### Congestion heat map, run 1

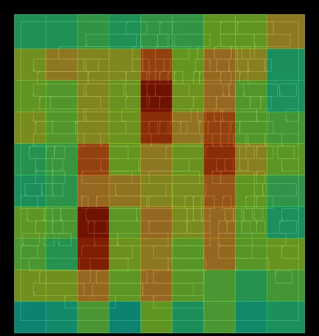
### Pin placement, run 1

(4 px per µm) Pins as bars across the die edge, other pins in gray.
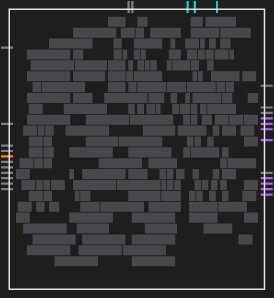
### Routed metal, one color a layer, run 1

(6 px per µm)
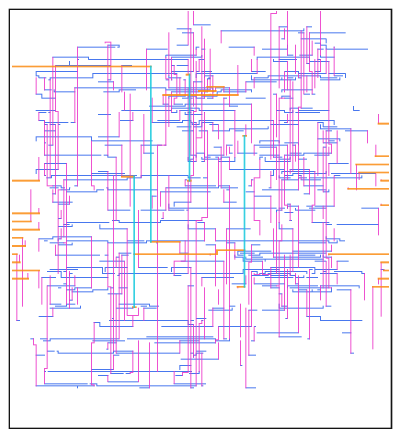
## src/rtl/instr_issuer.sv

```systemverilog
// Instruction issuer: packs decoded fields into 8-bit control words, queues them, and strobes them
// out one at a time with a programmable idle gap. Define ISSUER_ILLEGAL_TRAP_EN to drop op 111 onto err.

module issuer_fifo #(
  parameter int WIDTH = 8,
  parameter int DEPTH = 4
) (
  input  logic                   clk,
  input  logic                   rst,
  input  logic                   push,
  input  logic [WIDTH-1:0]       push_dat,
  input  logic                   pop,
  output logic [WIDTH-1:0]       head_dat,
  output logic [$clog2(DEPTH):0] level,
  output logic                   full,
  output logic                   empty
);
  localparam int AW = $clog2(DEPTH);
  localparam logic [AW:0] FULL_LVL = DEPTH[AW:0];

  logic [WIDTH-1:0] mem [DEPTH];
  logic [AW-1:0]    wr_ptr;
  logic [AW-1:0]    rd_ptr;
  logic             push_ok;
  logic             pop_ok;

  assign full     = (level == FULL_LVL);
  assign empty    = (level == '0);
  assign push_ok  = push && !full;
  assign pop_ok   = pop && !empty;
  assign head_dat = mem[rd_ptr];

  always_ff @(posedge clk) begin
    if (push_ok) begin
      mem[wr_ptr] <= push_dat;
    end
  end

  // Pointers are exactly AW bits wide, so increment wraps modulo DEPTH.
  always_ff @(posedge clk) begin
    if (rst) begin
      wr_ptr <= '0;
      rd_ptr <= '0;
      level  <= '0;
    end else begin
      if (push_ok) begin
        wr_ptr <= wr_ptr + 1'b1;
      end
      if (pop_ok) begin
        rd_ptr <= rd_ptr + 1'b1;
      end
      if (push_ok && !pop_ok) begin
        level <= level + 1'b1;
      end else if (pop_ok && !push_ok) begin
        level <= level - 1'b1;
      end
    end
  end
endmodule

module instr_issuer #(
  parameter int DEPTH     = 4,
  parameter int ISSUE_GAP = 1
) (
  input  logic                   clk,
  input  logic                   rst,
  input  logic                   in_valid,
  output logic                   in_ready,
  input  logic [2:0]             op,
  input  logic                   ra1,
  input  logic                   ra2,
  input  logic                   wa,
  input  logic [3:0]             wd,
  input  logic                   stall,
  output logic [7:0]             instruction,
  output logic                   load,
  output logic                   busy,
`ifdef ISSUER_ILLEGAL_TRAP_EN
  output logic                   err,
`endif
  output logic [$clog2(DEPTH):0] level
);
  localparam logic [1:0] S_IDLE  = 2'd0;
  localparam logic [1:0] S_ISSUE = 2'd1;
  localparam logic [1:0] S_GAP   = 2'd2;

  localparam int GW = (ISSUE_GAP > 1) ? $clog2(ISSUE_GAP) : 1;
  localparam logic [GW-1:0] GAP_INIT = GW'((ISSUE_GAP > 0) ? ISSUE_GAP - 1 : 0);

  typedef struct packed {
    logic [2:0] op;
    logic       ra1;
    logic       ra2;
    logic       wa;
    logic [3:0] wd;
  } fields_t;

  function automatic logic [7:0] encode(input fields_t f);
    case (f.op)
      3'b000:                 return {6'b000000, f.ra2, f.ra1};
      3'b001, 3'b010, 3'b011: return {f.op, f.ra1, 4'b0000};
      3'b100, 3'b101:         return {f.op, f.ra1, f.ra2, 3'b000};
      3'b110:                 return {f.op, f.wa, f.wd};
      default:                return {3'b111, 5'b00000};
    endcase
  endfunction

  fields_t       in_fields;
  logic          accept;
  logic          push;
  logic          pop;
  logic [7:0]    head_dat;
  logic          fifo_full;
  logic          fifo_empty;
  logic [1:0]    state;
  logic [GW-1:0] gap_cnt;

  assign in_fields = '{op: op, ra1: ra1, ra2: ra2, wa: wa, wd: wd};
  assign in_ready  = !fifo_full;
  assign accept    = in_valid && in_ready;

`ifdef ISSUER_ILLEGAL_TRAP_EN
  logic is_illegal;
  assign is_illegal = (op == 3'b111);
  // Illegal words complete the handshake so the producer is never wedged, but never reach the queue.
  assign push = accept && !is_illegal;

  always_ff @(posedge clk) begin
    if (rst) begin
      err <= 1'b0;
    end else if (accept && is_illegal) begin
      err <= 1'b1;
    end
  end
`else
  assign push = accept;
`endif

  assign pop  = (state == S_IDLE) && !fifo_empty && !stall;
  assign busy = !fifo_empty || (state != S_IDLE);

  issuer_fifo #(
    .WIDTH(8),
    .DEPTH(DEPTH)
  ) u_fifo (
    .clk     (clk),
    .rst     (rst),
    .push    (push),
    .push_dat(encode(in_fields)),
    .pop     (pop),
    .head_dat(head_dat),
    .level   (level),
    .full    (fifo_full),
    .empty   (fifo_empty)
  );

  // ISSUE always returns through IDLE, so loads are at least two cycles apart even with no gap.
  always_ff @(posedge clk) begin
    if (rst) begin
      state       <= S_IDLE;
      instruction <= 8'h00;
      load        <= 1'b0;
      gap_cnt     <= '0;
    end else begin
      load <= 1'b0;
      case (state)
        S_IDLE: begin
          if (pop) begin
            instruction <= head_dat;
            load        <= 1'b1;
            state       <= S_ISSUE;
          end
        end
        S_ISSUE: begin
          if (ISSUE_GAP == 0) begin
            state <= S_IDLE;
          end else begin
            gap_cnt <= GAP_INIT;
            state   <= S_GAP;
          end
        end
        S_GAP: begin
          if (gap_cnt == '0) begin
            state <= S_IDLE;
          end else begin
            gap_cnt <= gap_cnt - 1'b1;
          end
        end
        default: state <= S_IDLE;
      endcase
    end
  end
endmodule

```

## config.mk

```make
export PLATFORM = sky130hd
export DESIGN_NAME = instr_issuer
export DESIGN_NICKNAME = d
export VERILOG_FILES = /design/src/rtl/instr_issuer.sv
export SDC_FILE = /design/constraint.sdc
export NUM_CORES = 1
export LEC_CHECK = 0
export ABC_CLOCK_PERIOD_IN_PS = 3200
export CAP_MARGIN = 10
export CORE_ASPECT_RATIO = 1.1
export CORE_UTILIZATION = 50
export DETAILED_ROUTE_END_ITERATION = 8
export PLACE_DENSITY = 0.74
export SETUP_SLACK_MARGIN = 0.5
export SLEW_MARGIN = 20
export SYNTH_ARGS = -nofsm -noshare
export SYNTH_HDL_FRONTEND = slang
export SYNTH_SLANG_ARGS = --single-unit
```

## constraint.sdc

```tcl
create_clock -name clk -period 3.2 [get_ports clk]
set_clock_uncertainty 0.15 [all_clocks]
set_input_delay 0.32 -clock clk [delete_from_list [all_inputs] [get_ports clk]]
set_output_delay 0.32 -clock clk [all_outputs]
set_load 0.1 [all_outputs]
```

==> impl_metrics.tcl, run 1 <==
# flow metrics
set metrics [dict create \
    status "finished, final reports clean" \
    clk_latency_ns 0.29 \
    synth_chip_area_um2 2080 \
    edf_count 32 \
    seq_area_um2 1330 \
    cts_made_buffers 5 \
    grt_first_pass_wirelength_mm 5.83 \
    flop_cell "edfxtp_1" \
    syn_nets 175 \
    warnings 29 \
    overflow 0 \
    gp_congestion 0.791 \
    worst_pin_slew_ns 0.967 \
    holdBufCountCts 0 \
    ys_top_cells_by_count "edfxtp_1, dfxtp_1, a21oi_1, o21ai_0, nand3_1" \
    crit_required_ns 3.26 \
    grt_pass1_vias 1253 \
    antenna_found_initial 0 \
    period_needed_ns 2.53 \
    hp-class "flop to flop" \
    arrival_ns 2.59 \
    yosysSeqAreaShare 0.636 \
    yosys.area.top_type "edfxtp_1" \
    cp-start-kind "flop" \
    ys_types 24 \
    final_nets 199 \
    cpMaxStageDelayCell "or3_1" \
    path_class "flop to flop" \
    dp_hpwl_mm 2.45 \
    nFillCells 322 \
    die_area_um2 4420 \
    grt_setup_unrepaired "no" \
    syn-mean-instance-area_um2 13.4 \
    cts_setup_buffers 0 \
    grt_start_max_net_pins 20 \
    top_area_frac 0.463 \
    synth_area_um2 2080 \
    ir_worst_vdd_mv 0.401 \
    drive_above_1_share 0.133 \
    timing.rr.start "u_fifo.level[1]" \
    ant_nets 0 \
    row_count 24 \
    cts-root-buf "clkbuf_8" \
    grt_use_met1 0.219 \
    syn_to_final_growth_pct 18.0 \
    slowest_delay_ns 0.54 \
    cpMostUsedCell "or3_1" \
    ys_cells 155 \
    first_iter_violations 69 \
    synth_warnings 0 \
    cts.sinks 50 \
    area_leaders "edfxtp_1, dfxtp_1, mux4_2" \
    slew_headroom 0.353 \
    drc 0 \
    cts_tree "built" \
    cp-end-kind "flop" \
]
-- 'Congestion heat map' (at the start) --
most used routing layer: met2
gr usage total: 0.178
met2 Use GR: 0.286
met3 Use GR: 0.0378

-- 'Pin placement' (at the start) --
- purple: instruction (pins 8; direction output; edge right)
- orange: ra2 (pins 1; direction input; edge left)
- cyan: level (pins 3; direction output; edge top)
# port buffers: 27
die height: 69.6 µm
die width: 63.5 µm

-- 'Routed metal, one color a layer' (at the start) --
- blue: M1 (wire length 1570 µm)
- magenta: M2 (wire length 1680 µm)
- orange: M3 (wire length 136 µm)
- cyan: M4 (wire length 93.8 µm)
routed via count: 1275
WL per Instance: 15.0 µm
Routed WL: 3.49 mm

==> run 1: worst paths after layout <==
check	to	cells after the start
setup / recovery	u_fifo.level[2]	8
hold / removal	instruction[1]	2
hold reg to reg	instruction[1]	2
setup reg to reg	u_fifo.level[2]	8
==> run 1: cells by family after synthesis <==
logic type / count (synthesis) / share of synthesized area
buf+inv: 16 / 0.0331
mux: 11 / 0.102
fa+ha+maj: 6 / 0.0398
compound gates: 29 / 0.0711
flops: 50 / 0.636
xor+xnor: 2 / 0.00844
simple gates: 41 / 0.110
==> run 1: layer usage <==
layer | wire (µm) | part of all wire | up-vias
met5 | 0 | 0 | -
met4 | 93 | 0.027 | 0
met3 | 136 | 0.039 | 10
met2 | 1680 | 0.48 | 38
met1 | 1570 | 0.45 | 607
li1 | - | - | 620
==> run 1: layout make-up <==
cell class                      instances  share of cell area
Multi-Input combinational cell         89               0.280
Inverter                                5             0.00766
Sequential cell                        50               0.541
Clock buffer                            8              0.0357
Timing Repair Buffer                   28               0.109
Tap cell                               52              0.0265
==> run 1: worst max-delay path: cells and delay by family (launching register included) <==
family	cells	cell delay (ns)
AND-OR/OR-AND	1	0.15
AND/OR/NAND/NOR	3	1.02
adder cells (fa/ha/maj)	2	0.57
buffers and inverters	1	0.06
flip-flops	1	0.36
XOR/XNOR	1	0.16
==> run 1: stage by stage <==
stage / setup WS, ns / cells / hold slack (ns) / util / instance area [µm²]
CTS: 0.671 / 232 / 0.337 / 0.618 / 2450
global route: 0.544 / 232 / 0.363 / 0.618 / 2450
detailed placement: 0.587 / 224 / 0.324 / 0.596 / 2360
floorplan: 0.573 / 155 / 0.300 / - / 2080
global placement: 0.662 / 224 / 0.316 / 0.596 / 2360
finish: 0.667 / 232 / 0.331 / 0.618 / 2450
==> run 1: sequential cells by signal, summed over array words and instances, names as in the netlist <==
register / cells
u_fifo.mem: 32
load: 1
state: 2
instruction: 8
u_fifo.wr_ptr: 2
u_fifo.rd_ptr: 2
u_fifo.level: 3
==> run 1: cells in the final DEF, fill, tap and decap left out, drive strengths merged <==
cell type	Yosys	routed
a21oi	14	14
a31oi	2	2
and3	5	5
buf	3	5
clkbuf	8	8
clkdlybuf4s50	0	23
dfxtp	18	18
edfxtp	32	32
fa	1	1
ha	5	5
inv	5	5
mux2	1	1
mux2i	2	2
mux4	8	8
nand2	1	1
nand3	11	11
nor2	8	8
nor2b	5	5
nor3	2	2
nor3b	4	4
o21ai	13	13
or3	5	5
xor2	2	2
==> run 1: where the power goes <==
group          switching (µW)  internal, µW  total [µW]
logic                     692           277         969
registers                81.2           790         871
clock network             186           173         359
total                     960          1240        2200
### Wires at chosen ports, followed through buffers, run 1

(6 px per µm)
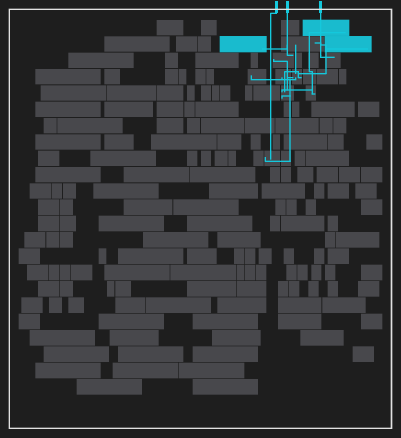

--- run 2 (diff from run 1) ---
ABC_CLOCK_PERIOD_IN_PS = 2150   (was 3200)
CORE_UTILIZATION = 48   (was 50)
clock period = 2.15 ns   (was 3.2 ns; I/O delays follow)
### Wires at chosen ports, followed through buffers, run 2

(6 px per µm)
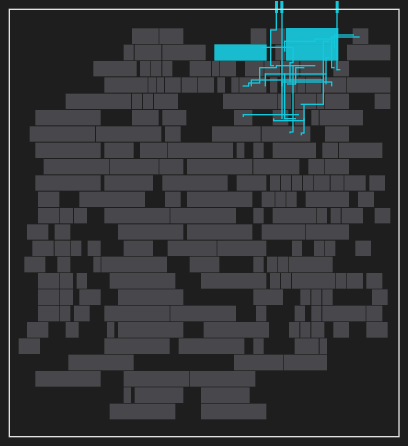
- cyan: level (bits 3; direction output; end cells 3; buffers 6; wire 193 µm)
# IOs: 28

==> run 2 against run 1 <==
The run now ends with setup timing left. Sequential cell count unchanged. Final cell count rose by 6.5%. Via count grew 6.2%. Sequential power grew about 50%. Hold slack better by 0.0031 ns. Synthesized area did not move. Combinational power is 89% higher. Maximum frequency rose by 18%. Highest routed layer unchanged.
==> impl_metrics.tcl, run 2 <==
# flow metrics
set metrics [dict create \
    cts_tree "built" \
    warnings 32 \
    track_usage 0.177 \
    power.share.clock 0.139 \
    hp-class "flop to flop" \
    failed_checks "setup timing" \
    first_iter_violations 184 \
    setup_ws_ns -0.00228 \
    synth_warnings 0 \
    place_area_um2 2500 \
    grt_first_pass_wirelength_mm 6.09 \
    cts-root-buf "clkbuf_8" \
    row_count 24 \
    cts.sinks 50 \
    synth_area_um2 2080 \
    antenna_found_initial 0 \
    overflow 0 \
    largest_reg_flops 32 \
    top_regs "u_fifo.mem (32), instruction (8), u_fifo.level (3)" \
    edf_count 32 \
    crit_required_ns 2.23 \
    slew_headroom 0.715 \
    gp_congestion 0.751 \
    flop_cell "edfxtp_1" \
    grt_start_max_net_pins 18 \
    port_buffers 27 \
    status "finished with violations" \
    final_nets 214 \
    syn_nets 175 \
    instances_no_fill 247 \
    p_sw_uw 1550 \
    yosysSeqAreaShare 0.636 \
    drc 0 \
    p_comb_frac 0.502 \
    finalSetupViolCount 1 \
    dp_hpwl_mm 2.66 \
    die_area_um2 4590 \
    grt_pass1_vias 1355 \
    dpl.cell_count 233 \
    drive_above_1_share 0.318 \
]
### Pin placement, run 2

(4 px per µm) Pins as bars across the die edge, other pins in gray.
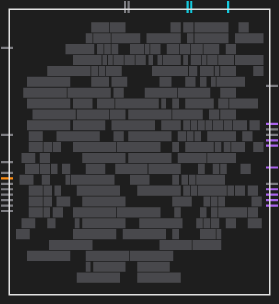
- orange: ra2 (pins 1; direction input; edge left)
- purple: instruction (pins 8; direction output; edge right)
- cyan: level (pins 3; direction output; edge top)
- all pins by edge: 12 right, 11 left, 5 top
die width: 64.7 µm
die height: 71.0 µm

## run 2: cell counts after synthesis
No cell type changed its count.
## run 2: power groups by stage
| stage | Clock, µW | Combinational (µW) | Sequential (µW) |
|---|---|---|---|
| after floorplan | 0 | 834 | 1760 |
| after global placement | 0 | 1670 | 1310 |
| after detailed placement | 0 | 1710 | 1330 |
| after CTS | 522 | 1820 | 1310 |
| after global routing | 546 | 1940 | 1330 |
| final | 508 | 1830 | 1310 |
## run 2: kinds of logic (layout without fill, tap and decap cells)
logic type | count (synthesis) | count (layout) | synth area share
XOR/XNOR | 2 | 2 | 0.00844
buffers and inverters | 16 | 56 | 0.0331
AND-OR/OR-AND | 29 | 29 | 0.0711
adder cells (fa/ha/maj) | 6 | 6 | 0.0398
multiplexers | 11 | 11 | 0.102
flip-flops | 50 | 50 | 0.636
AND/OR/NAND/NOR | 41 | 41 | 0.110
## run 2: layout make-up
class	count	area [µm²]
fill	314	1420
sequential	50	1330
multi-input combinational	89	748
timing repair buffer	43	388
clock buffer	6	72.6
tap	52	65.1
inverter	5	22.5
clock inverter	2	8.76
## run 2: worst max-delay path, delay by kind of cell (launching register included)
| kind | cells | cell delay, ns |
|---|---|---|
| AOI/OAI and AO/OA | 1 | 0.11 |
| xor gates and xnor gates | 1 | 0.16 |
| adders and majority gates | 2 | 0.47 |
| buffers and inverters | 1 | 0.04 |
| DFF | 1 | 0.35 |
| and+or+nand+nor | 3 | 0.82 |
## run 2: worst min path at each step
stage | from | endpoint | depth (start not counted)
6_report | instruction[0] | instruction[0] | 2
5_1_grt | instruction[1] | instruction[1] | 2
4_1_cts | instruction[3] | instruction[3] | 2
3_5_place_dp | instruction[3] | instruction[3] | 2
3_3_place_gp | state[1] | state[1] | 1
2_1_floorplan | in_valid | u_fifo.wr_ptr[1] | 2
## run 2: per-stage QoR
step           total power [µW]  hold WS (ns)  setup TNS, ns  utilization  worst slack [ns]
2_1_floorplan              2590         0.225          -2.17            -            -0.195
3_3_place_gp               2980         0.312        -0.0422        0.616           -0.0422
3_5_place_dp               3040         0.322         -0.109        0.616            -0.109
4_1_cts                    3650         0.334              0        0.650           0.00356
5_1_grt                    3810         0.358        -0.0810        0.651           -0.0810
6_report                   3640         0.334       -0.00228        0.651          -0.00228
## run 2: what timing repair did
| item | 4_1_cts | 5_1_grt |
|---|---|---|
| resized | 4 | 1 |
| endpoints found under the setup margin | 12 | 40 |
| hold endpoints to repair | 0 | 0 |
| pin swaps | 2 | 0 |
| setup buffers | 6 | 0 |
| hold buffers | 0 | 0 |
## run 2: layer usage
metal  vias up  part of all wire  routed length (µm)
met5         -                 0                   0
met4         0             0.011                  42
met3         4             0.035                 129
met2        38              0.51                1910
met1       661              0.44                1650
li1        651                 -                   -
### Congestion heat map, run 2

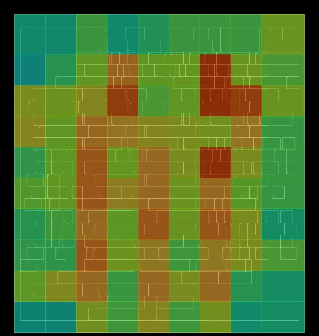

--- run 3 (diff from run 2) ---
GPL_TIMING_DRIVEN = 0   (was unset)
### Congestion heat map, run 3

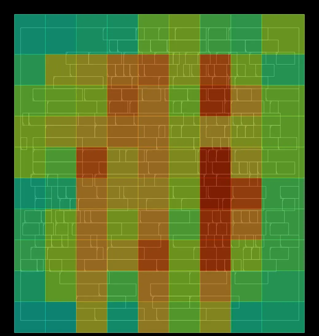
gr usage total: 0.193
met3 Use GR: 0.0565
WL per Instance: 16.2 µm

### Where the registers sit, run 3

(4 px per µm) Other sequential cells in the stronger gray, the rest of the logic in the fainter gray.
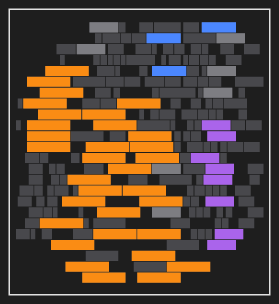
- purple: instruction (sequential cells 8)
- orange: u_fifo.mem (sequential cells 32)
- blue: u_fifo.level (sequential cells 3)
Finished Core Util: 0.671
Power Sequential: 1270 µW

==> run 3 against run 2 <==
The run still ends with setup timing left. Sequential cell count unchanged. Critical path depth increased by 1. Clock-buffer cell count increased by 1. Synthesized area unchanged. Final cell count increased by 2.0%. Wire length increased by 9.5%. Cell area increased by 3.0%. Maximum frequency decreased by 4.9%. Die size unchanged. Sequential power decreased by 3%. Global-route usage increased by 1.6 points. Power increased by 5.1%.
==> impl_metrics.tcl, run 3 <==
# flow metrics
set metrics [dict create \
    die_area_um2 4590 \
    cts.sinks 50 \
    syn_nets 175 \
    io_pins 28 \
    first_iter_violations 113 \
    top_regs "u_fifo.mem (32), instruction (8), u_fifo.level (3)" \
    largest_reg_flops 32 \
    row_count 24 \
    dpl.cell_count 231 \
    p_sw_uw 1610 \
    hp-class "primary input to flop" \
    overflow 0 \
    final_nets 219 \
    power.total_uw 3830 \
    holdBufCountCts 0 \
    antenna_found_initial 0 \
    gp_congestion 0.730 \
    yosysSeqAreaShare 0.636 \
    die_h_um 71.0 \
    place_area_um2 2460 \
    hold_depth 2 \
    port_buffers 24 \
    power.share.clock 0.144 \
    drc 0 \
    failed_checks "setup timing" \
    finalSetupViolCount 2 \
    warnings 32 \
    setup_ws_ns -0.114 \
    grt_first_pass_wirelength_mm 6.54 \
    dieWidth_um 64.7 \
    grt_start_max_net_pins 15 \
    dp_hpwl_mm 2.71 \
    status "finished with violations" \
    synth_area_um2 2080 \
    flop_cell "edfxtp_1" \
    edf_count 32 \
    crit_required_ns 2.23 \
    grt_pass1_vias 1411 \
]
run 3: cells by family after synthesis:
kind of cell | synth area share
AND-OR/OR-AND | 0.0711
XOR/XNOR | 0.00844
adder cells (fa/ha/maj) | 0.0398
buffers and inverters | 0.0331
flip-flops | 0.636
multiplexers | 0.102
AND/OR/NAND/NOR | 0.110
run 3: layer usage:
layer | track usage | up-vias | routed length (µm)
met2 | 0.330 | 36 | 2160
met3 | 0.0565 | 4 | 174
met1 | 0.224 | 683 | 1690
met4 | 0.0840 | 0 | 53
met5 | 0 | - | 0
li1 | - | 662 | -
run 3: per-stage QoR:
stage,utilization,setup TNS [ns],hold slack (ns)
after floorplan,-,-2.17,0.225
after global placement,0.607,-1.15,0.311
after detailed placement,0.607,-1.32,0.321
after CTS,0.653,-0.187,0.00198
after global routing,0.671,-0.322,0.00747
final,0.671,-0.210,0.00558
run 3: path summary, 6_finish.rpt:
kind,from,endpoint
max reg2reg,u_fifo.level[1],u_fifo.level[2]
min,rst,instruction[5]
min reg2reg,instruction[6],instruction[6]
max,u_fifo.level[1],u_fifo.level[2]
run 3: critical path: cells and delay by family (launching register included):
family / cells / cell delay, ns
flops: 1 / 0.35
simple gates: 3 / 0.78
buf+inv: 2 / 0.17
compound gates: 1 / 0.13
fa+ha+maj: 2 / 0.46
xor+xnor: 1 / 0.15
run 3: what timing repair did:
item                       4_1_cts  5_1_grt
buffers inserted                 7        6
pin swaps                        7        8
gates resized                   54       13
setup endpoints to repair       45       46
run 3: power by group through the flow:
stage          clock (µW)  sequential (µW)  combinational, µW
6_report              553             1270               2010
5_1_grt               604             1290               2110
4_1_cts               562             1270               1790
3_5_place_dp            0             1310               1640
3_3_place_gp            0             1290               1610
2_1_floorplan           0             1760                834
run 3: cell type report:
class                           instances  area [µm²]
Fill cell                             305        1340
Sequential cell                        50        1330
Multi-Input combinational cell         89         768
Timing Repair Buffer                   37         377
Clock buffer                            7        86.3
Tap cell                               52        65.1
Buffer                                 11        62.6
Inverter                                5        22.5
Clock inverter                          1        5.00
Power is estimated from default activity; no workload was simulated.
